## src/rtl/nes_pkg.sv

```systemverilog
// nes_pkg: shared button indices, frame width and responder state type
package nes_pkg;
  localparam int NES_BITS = 8;
  localparam int BTN_A = 0;
  localparam int BTN_B = 1;
  localparam int BTN_SELECT = 2;
  localparam int BTN_START = 3;
  localparam int BTN_UP = 4;
  localparam int BTN_DOWN = 5;
  localparam int BTN_LEFT = 6;
  localparam int BTN_RIGHT = 7;
  typedef enum logic [1:0] {IDLE, LOAD, SHIFT, DONE} state_t;
endpackage

```

## src/rtl/nes_edge_sync.sv

```systemverilog
// nes_edge_sync: multi-flop synchronizer with registered rise/fall pulses
module nes_edge_sync #(
  parameter int SYNC_STAGES = 2
) (
  input  logic clk,
  input  logic reset,
  input  logic async_in,
  output logic level,
  output logic rise,
  output logic fall
);
  logic [SYNC_STAGES-1:0] sync_q;
  logic prev;
  assign level = sync_q[SYNC_STAGES-1];
  // synchronize the host pin, then register one-cycle edge pulses
  always_ff @(posedge clk or negedge reset) begin
    if (!reset) begin
      sync_q <= '0;
      prev <= 1'b0;
      rise <= 1'b0;
      fall <= 1'b0;
    end else begin
      sync_q <= {sync_q[SYNC_STAGES-2:0], async_in};
      prev <= level;
      rise <= level & ~prev;
      fall <= ~level & prev;
    end
  end
endmodule

```

## src/rtl/nes_controller_responder.sv

```systemverilog
// nes_controller_responder: pad-side NES serial responder driven by host latch/clock
module nes_controller_responder
  import nes_pkg::*;
#(
  parameter int SYNC_STAGES = 2,
  parameter int TIMEOUT_CYCLES = 50000
) (
  input  logic                clk,
  input  logic                reset,
  input  logic                nesLatch,
  input  logic                nesClock,
  input  logic [NES_BITS-1:0] buttons,
  output logic                nesData,
  output logic                pollStrobe,
  output logic [3:0]          shiftCount
);
  localparam int TW = $clog2(TIMEOUT_CYCLES + 1);
  logic latch_level, latch_rise, latch_fall;
  logic clock_level, clock_rise, clock_fall;
  state_t state, state_nx;
  logic [NES_BITS-1:0] shreg, shreg_nx;
  logic [3:0] count_nx;
  logic [TW-1:0] timer, timer_nx;
  nes_edge_sync #(.SYNC_STAGES(SYNC_STAGES)) u_latch_sync (
    .clk(clk), .reset(reset), .async_in(nesLatch),
    .level(latch_level), .rise(latch_rise), .fall(latch_fall)
  );
  nes_edge_sync #(.SYNC_STAGES(SYNC_STAGES)) u_clock_sync (
    .clk(clk), .reset(reset), .async_in(nesClock),
    .level(clock_level), .rise(clock_rise), .fall(clock_fall)
  );
  // shreg is a flop, so the inverted LSB is already a registered output
  assign nesData = ~shreg[BTN_A];
  // state, shift register, bit counter and inactivity timer
  always_ff @(posedge clk or negedge reset) begin
    if (!reset) begin
      state <= IDLE;
      shreg <= '0;
      shiftCount <= '0;
      timer <= '0;
    end else begin
      state <= state_nx;
      shreg <= shreg_nx;
      shiftCount <= count_nx;
      timer <= timer_nx;
    end
  end
  // next state: a high latch wins over everything, then per-state behaviour
  always_comb begin
    state_nx = state;
    shreg_nx = shreg;
    count_nx = shiftCount;
    timer_nx = '0;
    pollStrobe = 1'b0;
    if (latch_level) begin
      state_nx = LOAD;
      shreg_nx = buttons;
      count_nx = '0;
    end else begin
      case (state)
        IDLE: begin
          shreg_nx = '0;
          count_nx = '0;
        end
        LOAD: begin
          if (latch_fall) begin
            state_nx = SHIFT;
            pollStrobe = 1'b1;
          end else begin
            shreg_nx = buttons;
          end
        end
        SHIFT: begin
          if (clock_rise) begin
            shreg_nx = {1'b0, shreg[NES_BITS-1:1]};
            count_nx = shiftCount + 4'd1;
            state_nx = (shiftCount == 4'd7) ? DONE : SHIFT;
          end else if (timer == TW'(TIMEOUT_CYCLES - 1)) begin
            state_nx = IDLE;
            shreg_nx = '0;
            count_nx = '0;
          end else begin
            timer_nx = timer + 1'b1;
          end
        end
        default: shreg_nx = '0;
      endcase
    end
  end
endmodule

```

## config.mk

```make
export PLATFORM = sky130hd
export DESIGN_NAME = nes_controller_responder
export DESIGN_NICKNAME = d
export VERILOG_FILES = /design/src/rtl/nes_pkg.sv /design/src/rtl/nes_edge_sync.sv /design/src/rtl/nes_controller_responder.sv
export SDC_FILE = /design/constraint.sdc
export NUM_CORES = 1
export LEC_CHECK = 0
export CAP_MARGIN = 30
export CORE_MARGIN = 5
export CORE_UTILIZATION = 45
export DETAILED_ROUTE_END_ITERATION = 7
export PLACE_DENSITY = 0.65
export REMOVE_ABC_BUFFERS = 1
export SLEW_MARGIN = 25
export SYNTH_ARGS = -nofsm -noshare
export SYNTH_HDL_FRONTEND = slang
export SYNTH_SLANG_ARGS = --single-unit
```

## constraint.sdc

```tcl
create_clock -name clk -period 3.4 [get_ports clk]
set_input_delay 0.34 -clock clk [delete_from_list [all_inputs] [get_ports clk]]
set_output_delay 0.34 -clock clk [all_outputs]
set_load 0.05 [all_outputs]
```

Figure 1. Where the registers sit.
Other sequential cells in the stronger grey, the rest of the logic in the fainter grey.
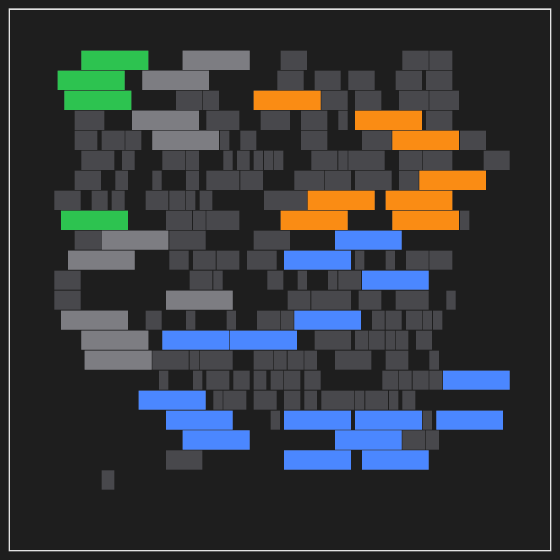
netlist name	colour	placed flops
timer	blue	16
shreg	orange	8
shiftCount	green	4
Seq/total area: 45.0%
sequential cell area: 951 sq um
Power Sequential: 0.000538 W

Figure 2. Cells by drive strength.
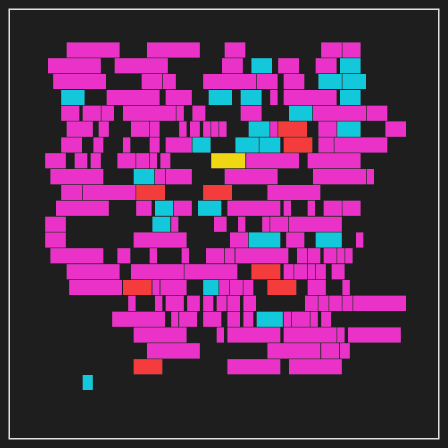
size	colour	cells	share	most used
x3 and x4	yellow	1	0.55%	o21ai_4
x2	cyan	23	13%	mux2_2
x1 and smaller	magenta	149	82%	dfrtp_1
x6 and larger	red	8	4.4%	clkbuf_8
Non-CTS buffers: 17
Layout area overhead: 16.5%
post-route cell area: 2110 sq um
final worst slack: 0.953 ns

==> out/qor.yml <==
status: "completed"
route.met3.wl_um: 102
r2r_end: "shreg[2]"
p_per_area_nw_per_um2: 560
cts_sinks: 38
core_area_sq_um: 3940
synthArstFlopShare_pct: 100
max_freq_mhz: 409
min_path_type: "input port to asynchronous set/reset pin"
htree_levels: 2
warning_count: 27
edf_count: 0
fin_skew_ns: 0.00862
yosysTopAreaCell: "dfrtp_1"
dr_wl_met2_um: 1560
die_x_um: 73.5
io_pins: 18
num-fill-cells: 335
startpoint_type: "register"
cp_cell_sequence: "inv_1 -> ha_1 -> nand2_1 -> nor2_1 -> clkdlybuf4s50_1"
ys_ff: 38
required_ns: 3.06
crit_buf_inv: 2
ys_cells: 160
netlist_area_sq_um: 1810
clk_latency_ns: 0.29
yosys_warnings: 0
rows: 23
via_per_inst: 5.49
worst_pin_slew_ns: 0.811
yosysMostFrequentCell: "dfrtp_1"
ys_area_sq_um: 1810
post_cts_buffers: 0
drv_cap: 0
yosysTopAreaCellShare_pct: 52.4
critical-path-top-delay-family: "buffers and inverters"
finalHoldViolCount: 0
hpwl_um: 2260
clock-root-buffer: "clkbuf_8"
cp-end-kind: "primary output"
fin_tns_setup_ns: 0
port_buffers: 17
antenna_found_initial: 0
crit_arrival_ns: 2.11
grt_pass1_wl_um: 5640
dr.pass1.iters: 4
antennaDiodeCount: 0
ys_seq_share_pct: 52.4
final_util_pct: 53.6
cts_tree: "yes"
syn_inst: 160
cts_buffer_depth: 2
crit_fanout: 3
routed_wl_um: 3200
highest_layer: "met4"
finalWeightedCongestion: 0.778
leakagePower_nw: 0.888
top_cells_by_area: "dfrtp_1 52%, xnor2_1 4.8%, mux2_2 4.3%"
cts_resized: 0
track_usage_pct: 13.5
[per-stage QoR]
stage | power (W) | hold WS [ns] | instance area [sq um] | cells | setup WS [ns]
floorplan | 0.000759 | 0.0444 | 1780 | 156 | 1.41
global placement | 0.000830 | 0.337 | 2000 | 223 | 1.26
detailed placement | 0.000842 | 0.338 | 2000 | 223 | 1.21
CTS | 0.00120 | 0.170 | 2110 | 231 | 0.925
global route | 0.00125 | 0.221 | 2110 | 231 | 0.830
finish | 0.00118 | 0.143 | 2110 | 231 | 0.953
[power breakdown]
part	internal (W)	switching (W)	leakage, nW
clock	0.000205	0.000147	0.0575
combinational	0.000140	0.000154	0.333
sequential	0.000506	0.0000326	0.498
total	0.000850	0.000333	0.888
[layer usage]
metal	vias to the layer above	GRT usage (%)
li1	617	-
met1	626	17.4
met2	20	21.5
met3	5	4.24
met4	0	4.83
met5	-	0
[how the worst max path moves through the flow]
stage	from	end	slack [ns]	cells after the start
2_1_floorplan	state[0]	shreg[1]	1.41	6
3_3_place_gp	state[0]	shreg[5]	1.26	6
6_report	state[1]	pollStrobe	0.95	5
5_1_grt	state[1]	pollStrobe	0.83	5
4_1_cts	state[1]	pollStrobe	0.93	5
3_5_place_dp	state[0]	shreg[2]	1.21	6
[state kept, by name, summed over array words and instances (netlist names)]
signal,count
u_latch_sync.sync_q,2
u_clock_sync.rise,1
u_latch_sync.fall,1
timer,16
state,2
shreg,8
u_latch_sync.prev,1
u_clock_sync.sync_q,2
shiftCount,4
u_clock_sync.prev,1
[cells by family after synthesis]
| family | share of synthesized area (%) |
|---|---|
| AOI/OAI and AO/OA | 11.8 |
| and+or+nand+nor | 18.2 |
| adders and majority gates | 3.45 |
| buffers and inverters | 4.00 |
| xor gates and xnor gates | 5.79 |
| muxes | 4.35 |
| DFF | 52.4 |
[cells in the final DEF, fill, tap and decap left out, types with 2 or more instances in the layout]
master	count
a211o_1	2
a21o_2	2
a21oi_1	4
a22o_1	2
a22o_2	6
and3_1	2
and4bb_2	2
clkbuf_8	8
clkdlybuf4s50_1	16
dfrtp_1	38
ha_1	5
inv_1	9
mux2_2	7
nand2_1	5
nand3_1	7
nand4_1	6
nor2_1	16
nor2b_1	3
nor3_1	6
nor4_1	4
o21ai_0	4
or3_1	2
xnor2_1	10
xor2_1	2
[layout make-up]
cell class              count  area (sq um)  share of cell area (%)
flip-flops and latches     38           951                    45.0
multi-input cells         109           791                    37.4
repair buffers             17           165                    7.82
clock buffers               8           110                    5.21
well taps                  50          62.6                    2.96
inverters                   9          33.8                    1.60
Power and IR drop assume default switching activity.
